Run 1, track usage over the die:
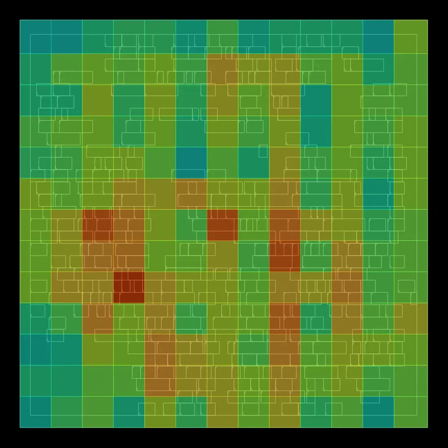
Run 1, close-up of the layout:
Region (33, 33) to (58, 58) microns. Cells in gray, sequential cells in the stronger gray; small squares are vias.
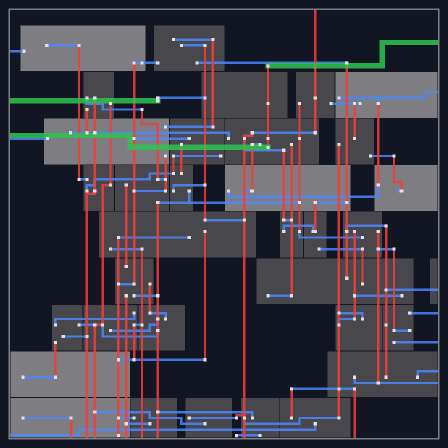
Run 1, cell sizes after repair:
Scale: 4 px per micron.
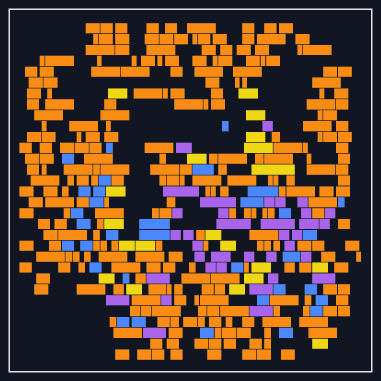
<file path="src/rtl/systolic_pkg.sv">
// Shared definitions for the host instruction dispatcher: instruction word layout,
// opcode values and the dispatch FSM state encoding.
package systolic_pkg;

    localparam int INSTR_W       = 32;
    localparam int OPVALID_BIT   = 31;
    localparam int OPCODE_LSB    = 28;
    localparam int OPCODE_W      = 3;
    localparam int FIELD_LSB     = 8;
    localparam int FIELD_W       = 20;
    localparam int DATA8_LSB     = 0;
    localparam int DATA8_W       = 8;
    // PSUM base address lives in the top bits of FIELD20, i.e. FIELD20[19:14]
    localparam int PSUM_BASE_OFS = 14;

    localparam logic [OPCODE_W-1:0] OPCODE_NOP     = 3'd0;
    localparam logic [OPCODE_W-1:0] OPCODE_LDSRAM  = 3'd1;
    localparam logic [OPCODE_W-1:0] OPCODE_EX      = 3'd2;
    localparam logic [OPCODE_W-1:0] OPCODE_WBPSRAM = 3'd3;

    typedef enum logic [2:0] {
        S_IDLE,
        S_EX,
        S_WB_RD,
        S_WB_DRAIN,
        S_FIN
    } dispatch_state_e;

    function automatic logic is_illegal_op(input logic [OPCODE_W-1:0] op);
        return op[OPCODE_W-1];
    endfunction

endpackage

</file>
<file path="src/rtl/psum_wb_reader.sv">
// PSUM read-out engine: issues PSUM_N consecutive reads from a wrapping base address,
// aligns the 1-cycle-latency read data into registered beats and pulses finish after the last.
module psum_wb_reader #(
    parameter int PSUM_AW = 6,
    parameter int PSUM_W  = 20,
    parameter int PSUM_N  = 16
) (
    input  logic               clk_i,
    input  logic               rst_i,
    input  logic               start_i,
    input  logic [PSUM_AW-1:0] base_i,
    output logic               rd_en_o,
    output logic [PSUM_AW-1:0] rd_addr_o,
    input  logic [PSUM_W-1:0]  rd_data_i,
    output logic               rd_last_o,
    output logic               wb_valid_o,
    output logic [PSUM_W-1:0]  wb_data_o,
    output logic               last_beat_o,
    output logic               finish_o
);

    localparam int CNT_W = $clog2(PSUM_N + 1);

    logic               rd_en_q;
    logic [PSUM_AW-1:0] rd_addr_q;
    logic [CNT_W-1:0]   cnt_q;
    logic               ret_vld_q;
    logic               ret_last_q;
    logic               wb_valid_q;
    logic               wb_last_q;
    logic [PSUM_W-1:0]  wb_data_q;
    logic               finish_q;
    logic               rd_last;

    assign rd_last = rd_en_q && (cnt_q == CNT_W'(PSUM_N - 1));

    always_ff @(posedge clk_i) begin
        if (rst_i) begin
            rd_en_q    <= 1'b0;
            rd_addr_q  <= '0;
            cnt_q      <= '0;
            ret_vld_q  <= 1'b0;
            ret_last_q <= 1'b0;
            wb_valid_q <= 1'b0;
            wb_last_q  <= 1'b0;
            wb_data_q  <= '0;
            finish_q   <= 1'b0;
        end else begin
            if (start_i) begin
                rd_en_q   <= 1'b1;
                rd_addr_q <= base_i;
                cnt_q     <= '0;
            end else if (rd_en_q) begin
                // address wraps naturally at 2**PSUM_AW
                rd_addr_q <= rd_addr_q + 1'b1;
                cnt_q     <= cnt_q + 1'b1;
                if (rd_last) begin
                    rd_en_q <= 1'b0;
                end
            end
            // read data returns one cycle after the enable, then is registered once more
            ret_vld_q  <= rd_en_q;
            ret_last_q <= rd_last;
            wb_valid_q <= ret_vld_q;
            wb_last_q  <= ret_last_q;
            if (ret_vld_q) begin
                wb_data_q <= rd_data_i;
            end
            finish_q <= wb_valid_q && wb_last_q;
        end
    end

    assign rd_en_o     = rd_en_q;
    assign rd_addr_o   = rd_addr_q;
    assign rd_last_o   = rd_last;
    assign wb_valid_o  = wb_valid_q;
    assign wb_data_o   = wb_data_q;
    assign last_beat_o = wb_valid_q && wb_last_q;
    assign finish_o    = finish_q;

endmodule

</file>
<file path="src/rtl/instr_dispatch.sv">
// Host instruction dispatcher into the systolic core: LDSRAM writes, EX handshake, PSUM writeback.
// Optional feature macro: DISPATCH_ILLEGAL_OP_EN (sticky illegal-opcode flag).
module instr_dispatch
    import systolic_pkg::*;
#(
    parameter int SRAM_AW = 7,
    parameter int DATA_W  = 8,
    parameter int PSUM_AW = 6,
    parameter int PSUM_W  = 20,
    parameter int PSUM_N  = 16
) (
    input  logic               CLK,
    input  logic               RST,
    input  logic [31:0]        i_Instr_In,
    output logic               o_Instr_Ready,
    output logic               o_Sram_We,
    output logic [SRAM_AW-1:0] o_Sram_Addr,
    output logic [DATA_W-1:0]  o_Sram_Data,
    output logic               o_Ex_Start,
    input  logic               i_Ex_Done,
    output logic               o_Psum_Rd_En,
    output logic [PSUM_AW-1:0] o_Psum_Rd_Addr,
    input  logic [PSUM_W-1:0]  i_Psum_Rd_Data,
    output logic               o_Valid_WB_Out,
    output logic [PSUM_W-1:0]  o_Data_WB_Out,
    output logic               o_Flag_Finish_Out,
    output logic               o_Illegal_Op
);

    dispatch_state_e      state_q, state_d;
    logic [OPCODE_W-1:0]  opcode;
    logic                 accept;
    logic                 wb_start;
    logic                 sram_we_q;
    logic [SRAM_AW-1:0]   sram_addr_q;
    logic [DATA_W-1:0]    sram_data_q;
    logic                 ex_start_q;
    logic                 rd_last;
    logic                 last_beat;
    logic                 unused_instr;

    assign opcode        = i_Instr_In[OPCODE_LSB +: OPCODE_W];
    assign accept        = i_Instr_In[OPVALID_BIT] && (state_q == S_IDLE);
    assign o_Instr_Ready = (state_q == S_IDLE);
    assign unused_instr  = ^i_Instr_In;

    always_comb begin
        state_d  = state_q;
        wb_start = 1'b0;
        case (state_q)
            S_IDLE: begin
                if (accept && opcode == OPCODE_EX) begin
                    state_d = S_EX;
                end else if (accept && opcode == OPCODE_WBPSRAM) begin
                    state_d  = S_WB_RD;
                    wb_start = 1'b1;
                end
            end
            // done coinciding with the start pulse belongs to no current job
            S_EX:       if (i_Ex_Done && !ex_start_q) state_d = S_IDLE;
            S_WB_RD:    if (rd_last)                  state_d = S_WB_DRAIN;
            S_WB_DRAIN: if (last_beat)                state_d = S_FIN;
            S_FIN:                                    state_d = S_IDLE;
            default:                                  state_d = S_IDLE;
        endcase
    end

    always_ff @(posedge CLK) begin
        if (RST) begin
            state_q     <= S_IDLE;
            sram_we_q   <= 1'b0;
            sram_addr_q <= '0;
            sram_data_q <= '0;
            ex_start_q  <= 1'b0;
        end else begin
            state_q    <= state_d;
            sram_we_q  <= accept && (opcode == OPCODE_LDSRAM);
            ex_start_q <= accept && (opcode == OPCODE_EX);
            if (accept && opcode == OPCODE_LDSRAM) begin
                sram_addr_q <= i_Instr_In[FIELD_LSB +: SRAM_AW];
                sram_data_q <= i_Instr_In[DATA8_LSB +: DATA_W];
            end
        end
    end

    assign o_Sram_We   = sram_we_q;
    assign o_Sram_Addr = sram_addr_q;
    assign o_Sram_Data = sram_data_q;
    assign o_Ex_Start  = ex_start_q;

    psum_wb_reader #(
        .PSUM_AW (PSUM_AW),
        .PSUM_W  (PSUM_W),
        .PSUM_N  (PSUM_N)
    ) u_reader (
        .clk_i       (CLK),
        .rst_i       (RST),
        .start_i     (wb_start),
        .base_i      (i_Instr_In[FIELD_LSB + PSUM_BASE_OFS +: PSUM_AW]),
        .rd_en_o     (o_Psum_Rd_En),
        .rd_addr_o   (o_Psum_Rd_Addr),
        .rd_data_i   (i_Psum_Rd_Data),
        .rd_last_o   (rd_last),
        .wb_valid_o  (o_Valid_WB_Out),
        .wb_data_o   (o_Data_WB_Out),
        .last_beat_o (last_beat),
        .finish_o    (o_Flag_Finish_Out)
    );

`ifdef DISPATCH_ILLEGAL_OP_EN
    logic illegal_q;

    always_ff @(posedge CLK) begin
        if (RST) begin
            illegal_q <= 1'b0;
        end else if (accept && is_illegal_op(opcode)) begin
            illegal_q <= 1'b1;
        end
    end

    assign o_Illegal_Op = illegal_q;
`else
    assign o_Illegal_Op = 1'b0;
`endif

endmodule

</file>
<file path="config.mk">
export PLATFORM = sky130hd
export DESIGN_NAME = instr_dispatch
export DESIGN_NICKNAME = d
export VERILOG_FILES = /design/src/rtl/systolic_pkg.sv /design/src/rtl/psum_wb_reader.sv /design/src/rtl/instr_dispatch.sv
export SDC_FILE = /design/constraint.sdc
export NUM_CORES = 1
export LEC_CHECK = 0
export CORE_MARGIN = 2
export CORE_UTILIZATION = 30
export CTS_BUF_LIST = sky130_fd_sc_hd__clkbuf_8 sky130_fd_sc_hd__clkbuf_16
export CTS_CLUSTER_SIZE = 10
export DETAILED_ROUTE_END_ITERATION = 12
export SYNTH_ARGS = -nofsm -noshare
export SYNTH_HDL_FRONTEND = slang
export SYNTH_SLANG_ARGS = --single-unit
export TNS_END_PERCENT = 100
</file>
<file path="constraint.sdc">
create_clock -name CLK -period 1.4 [get_ports CLK]
set_input_delay 0.28 -clock CLK [delete_from_list [all_inputs] [get_ports CLK]]
set_output_delay 0.28 -clock CLK [all_outputs]
set_load 0.02 [all_outputs]
</file>
==> changes_impl.md, run 1 <==
## Flow update

- Cell at the root of the clock tree: sky130_fd_sc_hd__clkbuf_8
- Violations in the final reports: setup timing
- Ant diodes: 0
- Relative contribution of sequential cells to total power: 46.4%
- FF+latch count, synth: roughly 57
- Clock edge transition at the registers on the reported setup and hold paths: roughly 0.060 ns
- Yosys stat area: approximately 2200 sq um
- Number of cells produced by synthesis: approximately 230
- Via total after detailed routing: between 2000 and 2500
- Async S/R FF share, synth: 0%
- Final weighted congestion in routability-driven placement: around 0.8
- Largest net degree at the start of global routing: 22
- Post-detailed-route DRC marker count: 0
- Total negative slack: -1.05 ns
- First-pass GRT wire length: between 9000 and 10000 microns
- Pwr Total: roughly 3600 uW
- Static leakage: 0.00159 uW
- IR Drop Worst-Case VDD: roughly 360 uV
- GRT Total Usage: between 10% and 20%
- Total power density per cell area: around 940 nW/um^2
- P_sw: between 800 and 900 uW
- Internal power contribution: roughly 2800 uW
- Setup violation total in the final timing report: 26
- Biggest area contributors in the synthesized netlist: sky130_fd_sc_hd__dfxtp_1, sky130_fd_sc_hd__mux2i_1, sky130_fd_sc_hd__nor2_1, sky130_fd_sc_hd__a21oi_1, sky130_fd_sc_hd__nand3_1
- Number of routed nets with antenna violations: 0
- Mean instance size in the synthesized netlist: between 9 and 10 sq um
- Post-route clock skew: around 0.0074 ns
- Critical Setup Path Class: flip-flop to flip-flop
- Buffer levels on the longest clock path: 2
- Period minus WS final: 1.47 ns
- Worst hold-check path type: input port to flip-flop
- Most instantiated flip-flop cell in the synthesis netlist: sky130_fd_sc_hd__dfxtp_1
- Cells in synth_stat.txt: 232
- Starting DRC count in detailed routing: roughly 64
- Routed wire length: a little over 6000 microns
- Clock sink count: approximately 57
- Maximum level of the CTS H-tree: 3
- Post-Route Hold Slack: 0.331 ns
- Max-cap violations: 0
- Layout Nets: 409
- Sequential area share after synthesis: between 50% and 60%
- Fraction of power spent switching nets: between 20% and 30%
- Core Box Area: 7210 sq um
- Number of antenna violations at the first check in global routing: 0
- Core utilization before placement: a little under a third
- Number of vias per cell: between 4 and 5
- Fraction of synthesized cell area taken by the top area cell type: between 50% and 60%
- Vias in the first global route: about 2000
- Proportion of power drawn by the clock network: 40.5%
- Post-DP Area: 3420 sq um
- Min setup slack post-route: -0.0670 ns
- Total met3 wirelength after detailed routing: around 460 microns
- Port Buf Inserts: 94
- Critical Path End Type: flip-flop
- Final HPWL from detailed placement: approximately 4200 microns
- Die area: between 8000 and 9000 sq um
- Required time of the critical path: around 1.6 ns
- Overflow left after global routing: 0
- Die width: roughly 90 microns
- Top cells excl fill/tap: sky130_fd_sc_hd__dfxtp_1, sky130_fd_sc_hd__dlygate4sd2_1, sky130_fd_sc_hd__clkdlybuf4s50_1
- Outcome: finished, violations left
- Largest fanout of any net on the critical path: 7
- Metal2 WL: between 2000 and 3000 microns
- Count of library flops with an enable pin: 0
- Share of cells above drive strength 1: between 20% and 30%
- Total CTS buffers: 9
- Number of warnings in the stage logs: 35
- Number of slew-limit violations in the final report: 0
- Distinct lib cells: 37
- Warning count from the yosys run: 0
- Routed metal-1 wire length: roughly 2800 microns
- Post-layout period usage of the worst path: 105%
- Floorplan Nets: ~290
- Data arrival, critical path: 1.67 ns
- Worst-skew pair later-pin latency: around 0.33 ns
- 1st-pass router iterations: 4
- Netlist area before placement: approximately 2200 sq um
- Final Hold Fails: 0
- Synth area leader: sky130_fd_sc_hd__dfxtp_1
Notes on 'track usage over the die' above:
Finished Core Util: 53.0%
Wirelength per Cell: 13.3 microns

Notes on 'close-up of the layout' above:
[blue] M1
[green] M3
[red] M2
netlist names of flops here include: `u_reader.cnt_q` (5)
cells with their middle in the window: 33
most frequent: dfxtp_1 (5), buf_4 (4), nor3_1 (3)
sequential cells in the window: 7

Notes on 'cell sizes after repair' above:
[yellow] x6 and larger | cells: 20 | share: 5.6%
[purple] x3 and x4 | cells: 36 | share: 10%
[orange] x1 and smaller | cells: 267 | share: 75%
[blue] x2 | cells: 33 | share: 9.3%
area growth from synthesis to layout: 71.4%
post-route design area: 3820 sq um

-- run 1: final cells by class --
cell class	instances	area, sq um
Tap cell	99	124
Clock inverter	6	51.3
Fill cell	679	3390
Inverter	2	7.51
Timing Repair Buffer	126	1160
Sequential cell	57	1150
Clock buffer	10	138
Multi-Input combinational cell	155	1200
-- run 1: state kept, by name (all words and copies together), names as in the netlist, 3 cells and up --
register / flops
u_reader.rd_addr_o: 6
u_reader.wb_data_o: 20
o_Sram_Data: 8
u_reader.cnt_q: 5
state_q: 3
o_Sram_Addr: 7
-- run 1: Yosys cell counts, drive strengths merged, types with 3 or more instances --
cell type and count:
nor3 13, a21oi 17, ha 3, dfxtp 57
clkbuf 8, nand2 5, buf 10, mux2i 22
o21ai 18, a211oi 5, nand3 15, nor2 25
nor2b 3, xor2 5, nand4 4
-- run 1: power by group through the flow --
stage	Combinational [uW]	Clock, uW	Sequential (uW)
after floorplan	143	0	1740
after global placement	433	0	1710
after detailed placement	432	0	1710
after CTS	450	1510	1680
after global routing	504	1600	1680
final	471	1460	1680
-- run 1: worst paths after layout --
check	from	end	slack, ns	cells past startpoint
hold / removal	RST	u_reader.wb_valid_o	0.33	2
setup / recovery	state_q[1]	o_Sram_Data[3]	-0.07	4
setup reg to reg	state_q[1]	o_Sram_Data[3]	-0.07	4
hold reg to reg	u_reader.wb_last_q	u_reader.finish_o	0.44	2
-- run 1: per-stage QoR --
| step | utilization [%] | std cells |
|---|---|---|
| after global placement | 47.4 | 435 |
| after detailed placement | 47.4 | 435 |
| after CTS | 51.2 | 453 |
| after global routing | 53.0 | 455 |
| final | 53.0 | 455 |
| after floorplan | - | 232 |
-- run 1: layer usage --
| layer | up-vias | track usage [%] |
|---|---|---|
| li1 | 1057 | - |
| met1 | 971 | 19.5 |
| met2 | 69 | 21.2 |
| met3 | 8 | 5.11 |
| met4 | 0 | 6.92 |
| met5 | - | 0 |
-- run 1: repair_timing --
action                     in CTS  in global routing
hold buffers                    0                  0
cloned                          1                  0
gates resized                  81                 28
setup endpoints to repair      68                 29
pin swaps                      23                 13
setup buffers                   2                  2
-- run 1: worst max-delay path, cell delays in order, from the launching register on --
cell                      delay, ns
sky130_fd_sc_hd__dfxtp_4       0.35
sky130_fd_sc_hd__or4b_4        0.63
sky130_fd_sc_hd__buf_6         0.18
sky130_fd_sc_hd__o21ai_2       0.11
sky130_fd_sc_hd__a21oi_1       0.07
-- run 1: kinds of logic after synthesis --
group,Yosys count,share of synthesized area (%)
AOI/OAI and AO/OA,43,10.6
muxes,22,9.87
adders and majority gates,3,1.68
xor gates and xnor gates,7,2.75
other,1,0.168
buffers and inverters,20,4.65
DFF,57,51.1
and+or+nand+nor,79,19.1
## Run 2: what changed since run 1
--- a/config.mk
+++ b/config.mk
@@ -6,10 +6,12 @@
 export NUM_CORES = 1
 export LEC_CHECK = 0
 export CORE_MARGIN = 2
-export CORE_UTILIZATION = 30
+export CORE_UTILIZATION = 37
 export CTS_BUF_LIST = sky130_fd_sc_hd__clkbuf_8 sky130_fd_sc_hd__clkbuf_16
 export CTS_CLUSTER_SIZE = 10
 export DETAILED_ROUTE_END_ITERATION = 12
+export PLACE_DENSITY = 0.76
+export SETUP_SLACK_MARGIN = 0.15
 export SYNTH_ARGS = -nofsm -noshare
 export SYNTH_HDL_FRONTEND = slang
 export SYNTH_SLANG_ARGS = --single-unit
Run 2, cell sizes after repair:
Scale: 6 px per micron.
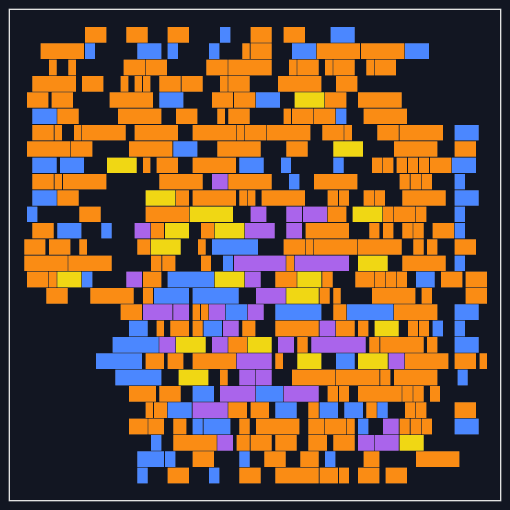
[blue] x2 | cells: 69 | share: 20%
[purple] x3 and x4 | cells: 33 | share: 9.4%
[yellow] x6 and larger | cells: 21 | share: 6.0%
[orange] x1 and smaller | cells: 228 | share: 65%
post-route design area: 3650 sq um
area growth from synthesis to layout: 63.5%
non-clock buffer total of the final layout: 122
min setup slack post-route: -0.0313 ns

==> changes_impl.md, run 2 <==
## Flow update

- Required time of the critical path: 1.60 ns (about the same)
- Post-detailed-route DRC marker count: 0 (unchanged)
- AND-OR/OR-AND share of the synthesized area: 10.6% (unchanged)
- Final HPWL from detailed placement: 4170 microns (was 4160 microns)
- Violations in the final reports: setup timing (unchanged)
- Most instantiated flip-flop cell in the synthesis netlist: sky130_fd_sc_hd__dfxtp_1 (unchanged)
- Post-cts hold buffer count: 0 (unchanged)
- Number of warnings in the stage logs: 36 (was 35)
- Endpoint of the lowest-slack register-to-register path: u_reader.rd_addr_o[0] (was o_Sram_Data[3])
- Ant diodes: 0 (unchanged)
- Post-layout period usage of the worst path: 102% (was 105%)
- Number of antenna violations at the first check in global routing: 0 (unchanged)
- FF+latch count, synth: 57 (unchanged)
- Area share of fa/ha/maj cells after synthesis: 1.68% (unchanged)
- Share of cells above drive strength 1: 35.0% (was 25.0%)
- Critical Setup Path Class: flip-flop to flip-flop (unchanged)
- Floorplan Nets: 290 (unchanged)
- Hold depth: 2 (unchanged)
- Warning count from the yosys run: 0 (unchanged)
- Final weighted congestion in routability-driven placement: 0.760 (was 0.784)
- Port Buf Inserts: 94 (unchanged)
- Finished Core Util: 62.0% (was 53.0%)
- Async S/R FF share, synth: 0% (unchanged)
- Top cells excl fill/tap: sky130_fd_sc_hd__dfxtp_1, sky130_fd_sc_hd__clkdlybuf4s50_1, sky130_fd_sc_hd__nor2_1 (was sky130_fd_sc_hd__dfxtp_1, sky130_fd_sc_hd__dlygate4sd2_1, sky130_fd_sc_hd__clkdlybuf4s50_1)
- Min setup slack post-route: -0.0313 ns (was -0.0670 ns)
- Post-route clock skew: 0.00643 ns (was 0.00740 ns)
- Setup violation total in the final timing report: 15 (was 26)
- Largest family of logic cells by area: simple AND/OR/NAND/NOR gates (unchanged)
- Period minus WS final: 1.43 ns (was 1.47 ns)
- XOR Share, Synth: 2.75% (unchanged)
- GRT Total Usage: 19.4% (was 14.6%)
- Largest fanout of any net on the critical path: 5 (was 7)
- Data arrival, critical path: 1.64 ns (was 1.67 ns)
- Outcome: finished, violations left (unchanged)
- Clock sink count: 57 (unchanged)
- Count of library flops with an enable pin: 0 (unchanged)
- Distinct lib cells: 37 (unchanged)
- Sequential area share after synthesis: 51.1% (unchanged)
- Hold worst-path end: u_reader.wb_valid_o (unchanged)
- Fraction of synthesized cell area taken by the top area cell type: 51.1% (unchanged)
- Cell with the most instances after synthesis: sky130_fd_sc_hd__dfxtp_1 (unchanged)
- Total negative slack: -0.205 ns (was -1.05 ns)
- Die area: 6670 sq um (was 8140 sq um)
- Number of cells produced by synthesis: 232 (unchanged)
- Maximum level of the CTS H-tree: 3 (unchanged)
Run 2, track usage over the die:
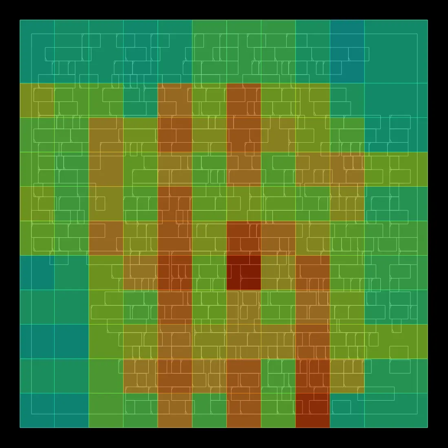
global-route track usage on met3: 5.71%
Wirelength per Cell: 14.7 microns
met1 usage: 23.5%
met2 usage in global routing: 33.0%

## run 2: cell counts after synthesis
Identical to the previous run, type by type.
## run 2: power by group
group	total [uW]	switching [uW]	internal, uW
Sequential	1680	22.6	1660
Combinational	447	207	240
Clock	1390	622	768
Total	3510	851	2660
## run 2: layout make-up
| type | count | area (sq um) | area share [%] |
|---|---|---|---|
| repair buffers | 122 | 1080 | 29.6 |
| clock inverters | 3 | 16.3 | 0.446 |
| clock buffers | 12 | 165 | 4.53 |
| well taps | 75 | 93.8 | 2.57 |
| multi-input cells | 155 | 1130 | 31.1 |
| inverters | 2 | 7.51 | 0.206 |
| flip-flops and latches | 57 | 1150 | 31.5 |
## run 2: worst max path at each step
stage | start | endpoint | slack [ns] | cells after the start
final | state_q[1] | u_reader.rd_addr_o[0] | -0.03 | 4
after global routing | state_q[2] | o_Sram_Addr[6] | -0.1 | 5
after CTS | state_q[2] | o_Sram_Addr[6] | -0.002 | 4
after detailed placement | i_Instr_In[28] | u_reader.rd_addr_o[0] | -0.39 | 5
after global placement | i_Instr_In[28] | u_reader.rd_addr_o[0] | -0.38 | 5
after floorplan | state_q[1] | u_reader.rd_addr_o[1] | 0.007 | 5
## run 2: metrics by stage
step / hold slack [ns] / cells / total power, uW
after detailed placement: 0.437 / 408 / 2130
after global placement: 0.420 / 408 / 2130
after floorplan: 0.357 / 232 / 1890
after CTS: 0.240 / 426 / 3540
after global routing: 0.243 / 426 / 3660
final: 0.252 / 426 / 3510
## run 2: critical path: stages (launching register included)
cell                       delay, ns
sky130_fd_sc_hd__dfxtp_2        0.34
sky130_fd_sc_hd__or4b_4         0.59
sky130_fd_sc_hd__buf_6          0.17
sky130_fd_sc_hd__nor3_4         0.14
sky130_fd_sc_hd__a211oi_2       0.07
## run 2: what timing repair did
| action | CTS | global route |
|---|---|---|
| gates resized | 181 | 28 |
| gates cloned | 2 | 0 |
| endpoints found under the setup margin | 76 | 53 |
| setup buffers | 1 | 0 |
| pin swaps | 14 | 4 |
## run 2: kinds of logic after synthesis
family / count (synthesis)
DFF: 57
adders and majority gates: 3
buffers and inverters: 20
muxes: 22
xor gates and xnor gates: 7
other: 1
AOI/OAI and AO/OA: 43
and+or+nand+nor: 79
## run 2: routing by layer
metal / routed length (microns) / share of wire, % / GRT usage (%)
met1: 2580 / 41 / 23.5
met2: 3240 / 52 / 33.0
met3: 387 / 6.2 / 5.71
met4: 41 / 0.66 / 6.00
met5: 0 / 0 / 0
Power and IR drop assume default switching activity.
